==> images/clock_wires.png <==
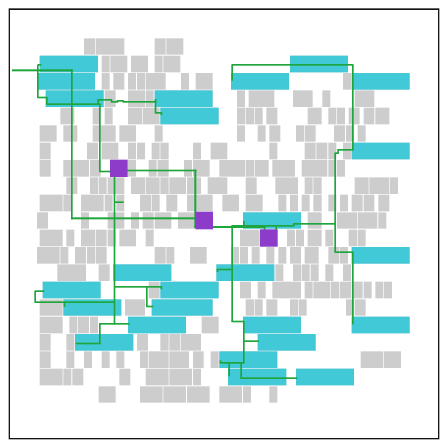
==> images/pinout.png <==
Pins as bars across the die edge, other pins in gray.
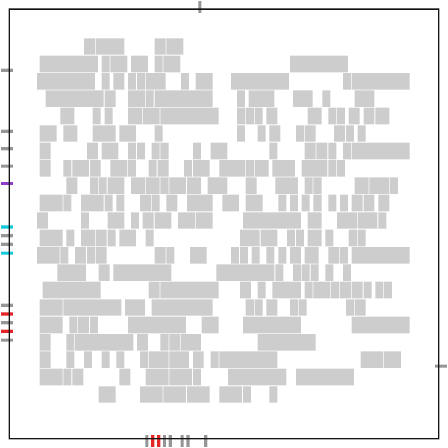
==> images/placed.png <==
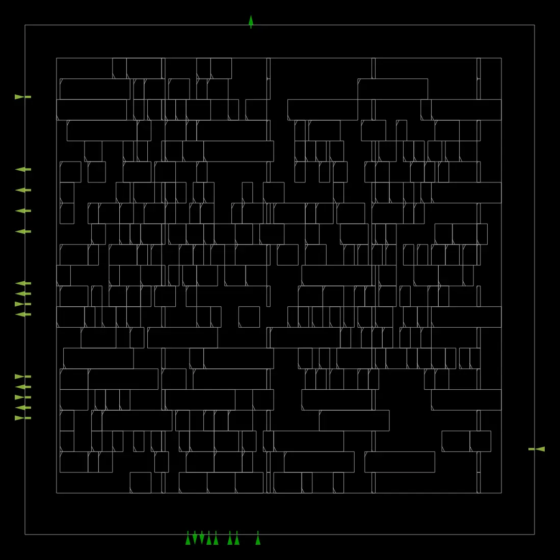
==> images/layers.png <==
Bar = 20 um.
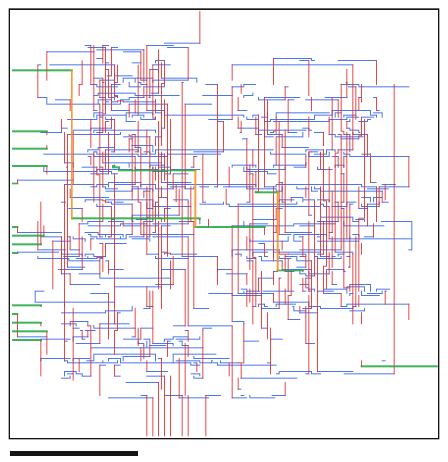
### src/rtl/sequenciador_digilock.sv
// Purpose : DigiLock sequencer: keypad digit capture, password write/verify, failure lockout, unlock hold timer.
// Latency : last verify digit press -> aberto in 3 cycles (edge detect, compare, decide); one memory access per digit.
// Backpressure: none; presses outside OCIOSO/*_ESPERA are dropped. Optional inter-digit timeout: DIGILOCK_TIMEOUT_EN.
module sequenciador_digilock #(
  parameter int N_DIGITOS      = 4,
  parameter int MAX_TENTATIVAS = 3,
  parameter int T_ABERTO       = 500,
  parameter int T_BLOQUEIO     = 1000,
  parameter int T_INTER        = 2000
) (
  input  logic                         clk,
  input  logic                         reset_n,
  input  logic                         modo,
  input  logic                         tecla_ativada,
  input  logic [3:0]                   digito,
  input  logic [3:0]                   mem_rdata,
  output logic [$clog2(N_DIGITOS)-1:0] mem_addr,
  output logic                         mem_wr,
  output logic [3:0]                   mem_wdata,
  output logic                         aberto,
  output logic                         erro,
  output logic                         cfg_ok,
  output logic                         bloqueado,
  output logic                         ocupado
);

  // Index, failure counter and shared timer widths.
  localparam int AW       = $clog2(N_DIGITOS);
  localparam int FW       = $clog2(MAX_TENTATIVAS + 1);
  localparam int T_MAX_AB = (T_ABERTO > T_BLOQUEIO) ? T_ABERTO : T_BLOQUEIO;
  localparam int T_MAX    = (T_INTER > T_MAX_AB) ? T_INTER : T_MAX_AB;
  localparam int TW       = $clog2(T_MAX + 1);

  localparam logic [AW-1:0] IDX_LAST   = AW'(N_DIGITOS - 1);
  localparam logic [FW-1:0] FALHAS_MAX = FW'(MAX_TENTATIVAS);
  localparam logic [TW-1:0] T_ABR_LD   = TW'(T_ABERTO - 1);
  localparam logic [TW-1:0] T_BLQ_LD   = TW'(T_BLOQUEIO - 1);
`ifdef DIGILOCK_TIMEOUT_EN
  localparam logic [TW-1:0] T_INT_LD   = TW'(T_INTER - 1);
`endif

  typedef enum logic [2:0] {
    OCIOSO,
    CFG_GRAVA,
    CFG_ESPERA,
    VER_COMPARA,
    VER_ESPERA,
    VER_DECIDE,
    ABERTO,
    BLOQUEADO
  } estado_t;

  estado_t       state, state_n;
  logic [AW-1:0] idx, idx_n;
  logic [FW-1:0] falhas, falhas_n;
  logic [FW-1:0] falhas_inc;
  logic [TW-1:0] timer, timer_n;
  logic          mismatch, mismatch_n;
  logic          senha_valida, senha_valida_n;
  logic          tecla_q;
  logic [3:0]    dig_r;
  logic          press;

  // A held key yields exactly one press, on its rising edge.
  assign press      = tecla_ativada & ~tecla_q;
  assign falhas_inc = falhas + FW'(1);

  // Key edge tracker and digit capture register; tecla_q follows the key in every state.
  always_ff @(posedge clk or negedge reset_n) begin
    if (!reset_n) begin
      tecla_q <= 1'b0;
      dig_r   <= 4'd0;
    end else begin
      tecla_q <= tecla_ativada;
      if (press) begin
        dig_r <= digito;
      end
    end
  end

  // FSM state and datapath registers; a reset mid-sequence aborts it and forgets the password.
  always_ff @(posedge clk or negedge reset_n) begin
    if (!reset_n) begin
      state        <= OCIOSO;
      idx          <= '0;
      falhas       <= '0;
      timer        <= '0;
      mismatch     <= 1'b0;
      senha_valida <= 1'b0;
    end else begin
      state        <= state_n;
      idx          <= idx_n;
      falhas       <= falhas_n;
      timer        <= timer_n;
      mismatch     <= mismatch_n;
      senha_valida <= senha_valida_n;
    end
  end

  // Next-state, datapath updates and strobe outputs.
  always_comb begin
    state_n        = state;
    idx_n          = idx;
    falhas_n       = falhas;
    timer_n        = timer;
    mismatch_n     = mismatch;
    senha_valida_n = senha_valida;
    mem_wr         = 1'b0;
    mem_wdata      = 4'd0;
    erro           = 1'b0;
    cfg_ok         = 1'b0;

    case (state)
      OCIOSO: begin
        // modo is sampled only here; it is ignored for the rest of the sequence.
        if (press) begin
          idx_n = '0;
          if (modo) begin
            state_n = CFG_GRAVA;
          end else begin
            mismatch_n = 1'b0;
            state_n    = VER_COMPARA;
          end
        end
      end

      CFG_GRAVA: begin
        mem_wr    = 1'b1;
        mem_wdata = dig_r;
        if (idx == IDX_LAST) begin
          cfg_ok         = 1'b1;
          senha_valida_n = 1'b1;
          falhas_n       = '0;
          idx_n          = '0;
          state_n        = OCIOSO;
        end else begin
          idx_n   = idx + AW'(1);
          state_n = CFG_ESPERA;
`ifdef DIGILOCK_TIMEOUT_EN
          timer_n = T_INT_LD;
`endif
        end
      end

      CFG_ESPERA: begin
`ifdef DIGILOCK_TIMEOUT_EN
        // An abandoned configuration leaves no usable password behind.
        if (timer == '0) begin
          senha_valida_n = 1'b0;
          idx_n          = '0;
          state_n        = OCIOSO;
        end else if (press) begin
          state_n = CFG_GRAVA;
        end else begin
          timer_n = timer - TW'(1);
        end
`else
        if (press) begin
          state_n = CFG_GRAVA;
        end
`endif
      end

      VER_COMPARA: begin
        // Keep comparing after a mismatch so timing does not leak the failing digit.
        if (dig_r != mem_rdata) begin
          mismatch_n = 1'b1;
        end
        if (idx == IDX_LAST) begin
          state_n = VER_DECIDE;
        end else begin
          idx_n   = idx + AW'(1);
          state_n = VER_ESPERA;
`ifdef DIGILOCK_TIMEOUT_EN
          timer_n = T_INT_LD;
`endif
        end
      end

      VER_ESPERA: begin
`ifdef DIGILOCK_TIMEOUT_EN
        // An abandoned verify counts as a failure and can trigger lockout.
        if (timer == '0) begin
          erro     = 1'b1;
          falhas_n = falhas_inc;
          idx_n    = '0;
          if (falhas_inc == FALHAS_MAX) begin
            timer_n = T_BLQ_LD;
            state_n = BLOQUEADO;
          end else begin
            state_n = OCIOSO;
          end
        end else if (press) begin
          state_n = VER_COMPARA;
        end else begin
          timer_n = timer - TW'(1);
        end
`else
        if (press) begin
          state_n = VER_COMPARA;
        end
`endif
      end

      VER_DECIDE: begin
        idx_n = '0;
        if (!senha_valida) begin
          // No password stored: reject without counting toward lockout.
          erro    = 1'b1;
          state_n = OCIOSO;
        end else if (!mismatch) begin
          falhas_n = '0;
          timer_n  = T_ABR_LD;
          state_n  = ABERTO;
        end else begin
          falhas_n = falhas_inc;
          if (falhas_inc == FALHAS_MAX) begin
            timer_n = T_BLQ_LD;
            state_n = BLOQUEADO;
          end else begin
            erro    = 1'b1;
            state_n = OCIOSO;
          end
        end
      end

      ABERTO: begin
        if (timer == '0) begin
          state_n = OCIOSO;
        end else begin
          timer_n = timer - TW'(1);
        end
      end

      BLOQUEADO: begin
        if (timer == '0) begin
          falhas_n = '0;
          state_n  = OCIOSO;
        end else begin
          timer_n = timer - TW'(1);
        end
      end

      default: begin
        state_n = OCIOSO;
      end
    endcase
  end

  // Level outputs decoded straight from the state register.
  assign mem_addr  = idx;
  assign aberto    = (state == ABERTO);
  assign bloqueado = (state == BLOQUEADO);
  assign ocupado   = (state != OCIOSO);

endmodule
### config.mk
export PLATFORM = sky130hd
export DESIGN_NAME = sequenciador_digilock
export DESIGN_NICKNAME = d
export VERILOG_FILES = /design/src/rtl/sequenciador_digilock.sv
export SDC_FILE = /design/constraint.sdc
export NUM_CORES = 1
export LEC_CHECK = 0
export ABC_AREA = 1
export CORE_MARGIN = 4
export CORE_UTILIZATION = 45
export DETAILED_ROUTE_END_ITERATION = 10
export PLACE_DENSITY_LB_ADDON = 0.15
export SKIP_LAST_GASP = 1
export SYNTH_ARGS = -nofsm -noshare
export SYNTH_HDL_FRONTEND = slang
export SYNTH_SLANG_ARGS = --single-unit
### constraint.sdc
create_clock -name clk -period 1.7 [get_ports clk]
set_input_delay 0.255 -clock clk [delete_from_list [all_inputs] [get_ports clk]]
set_output_delay 0.255 -clock clk [all_outputs]
set_load 0.02 [all_outputs]
==> flow_metrics.tcl <==
# implementation run metrics
set metrics [dict create \
    cp_num_buf_inv 3 \
    fin_crit_sh 0.973 \
    arrival_ns 1.40 \
    maxCapViolCount 0 \
    inv_count 30 \
    power_w 0.00286 \
    r2r_slack_ns 0.18 \
    grt_pass1_vias 1404 \
    p_seq_frac 0.349 \
    drc 0 \
    n_fill_cell 333 \
    internal-power_w 0.00155 \
    yosysTopAreaCell "dfrtp_1" \
    worstMarginPinSlew_ns 0.316 \
    clock_buffers 4 \
    min_path_type "input port to async pin" \
    numCtsBuffers 3 \
    ys_types 26 \
    fp.dieW_um 66.9 \
    wirelength_um 3470 \
    rr_worst_depth 9 \
    syn-cell-area_um2 1560 \
    critPathSlowestCell "dfrtp_1" \
    tool_warnings 28 \
    portBuffers 23 \
    final_common_cell "nand2_1" \
    nets 272 \
    worstSetupEndpointType "output pin" \
    cp-endpoint "erro" \
    dpl_cell_area_um2 1980 \
    crit_fanout 2 \
    area_growth_pct 26.6 \
    dp_hpwl_um 2680 \
    synth_flops 25 \
    buffer_area_frac 0.170 \
    cpPeakStageDelay_ns 0.37 \
    antenna_found_initial 0 \
    power_leader "combinational logic" \
    combPwrFrac 0.557 \
    pg_comb_w 0.00159 \
    synthCells 212 \
    highest_layer "met4" \
    place_worst_setup_slack_ns -0.116 \
    met1_length_um 1650 \
    synth-cells-yosys 212 \
    top_cells_by_count "nand2_1 (44), nor2_1 (33), inv_1 (26)" \
    via_per_inst 4.76 \
    leakage_nw 0.979 \
    grt.total_usage 0.180 \
    gp_congestion 0.828 \
    synth_nets 227 \
    timing.rr.end "timer[2]" \
    ir_drop_mv 0.912 \
    cts_resized 27 \
    power.density_nw_per_um2 1450 \
    ant_nets 0 \
    vias 1438 \
    final-hold-violation-count 0 \
    crit_type "flop to output pin" \
    initCoreUtil 0.468 \
    setup_tns_ns 0 \
    powerClk_w 0.000270 \
    use_met3 0.0388 \
    htree_levels 1 \
    min_period_ns 1.65 \
    wl_per_cell_um 11.5 \
    grt_pass1_wl_um 6120 \
    post_cts_buffers 0 \
    swShare 0.458 \
    mostFrequentLayoutCells "nand2_1 (44), nor2_1 (32), inv_1 (26)" \
    max-slew-margin-rel 0.789 \
    dieArea_um2 4480 \
    dp.cells 298 \
    crit_start "falhas[0]" \
    clock_latency_ns 0.32 \
    status "finished, final reports clean" \
    stdcell_count 302 \
    worstPathCellList "inv_1 > ha_1 > o21ai_2 > nand2_1 > inv_1 > clkbuf_2" \
    critPathTopFamily "flip-flops" \
    met2_usage 0.300 \
    postSynthAreaPerCell_um2 7.37 \
    ys_area_um2 1560 \
]
Back to the opening pictures, clock_wires.png:
- purple: clock-net drivers (count 3)
- green: clock wires (length 328 um)
- cyan: flip-flops (count 25)
- routed clock nets: 4
- flops lie: all over the die

Back to the opening pictures, pinout.png:
- cyan: `mem_addr` (pins 2; direction output; edge left)
- purple: `aberto` (pins 1; direction output; edge left)
- red: `mem_wdata` (pins 4; direction output; edge 2 bottom, 2 left)

Back to the opening pictures, placed.png:
flop share of the area: 0.317
number of cell rows: 21
Tapcells: 46
Util after Layout: 0.592

Back to the opening pictures, layers.png:
- green: M3 (wire length 119 um)
- red: M2 (wire length 1,650 um)
- orange: M4 (wire length 44.2 um)
- blue: M1 (wire length 1,650 um)

-- flip-flops by register name, summed over array words and instances (netlist names) --
| name | flops |
|---|---|
| timer | 11 |
| dig_r | 4 |
| state | 3 |
| falhas | 2 |
| mem_addr | 2 |
| mismatch | 1 |
| senha_valida | 1 |
| tecla_q | 1 |
-- kinds of logic (layout without fill, tap and decap cells) --
| logic type | after synthesis | count (layout) | share of synthesized area |
|---|---|---|---|
| adders and majority gates | 3 | 3 | 0.0240 |
| and+or+nand+nor | 117 | 117 | 0.346 |
| buffers and inverters | 33 | 77 | 0.0889 |
| DFF | 25 | 25 | 0.401 |
| AOI/OAI and AO/OA | 28 | 28 | 0.107 |
| xor gates and xnor gates | 6 | 6 | 0.0337 |
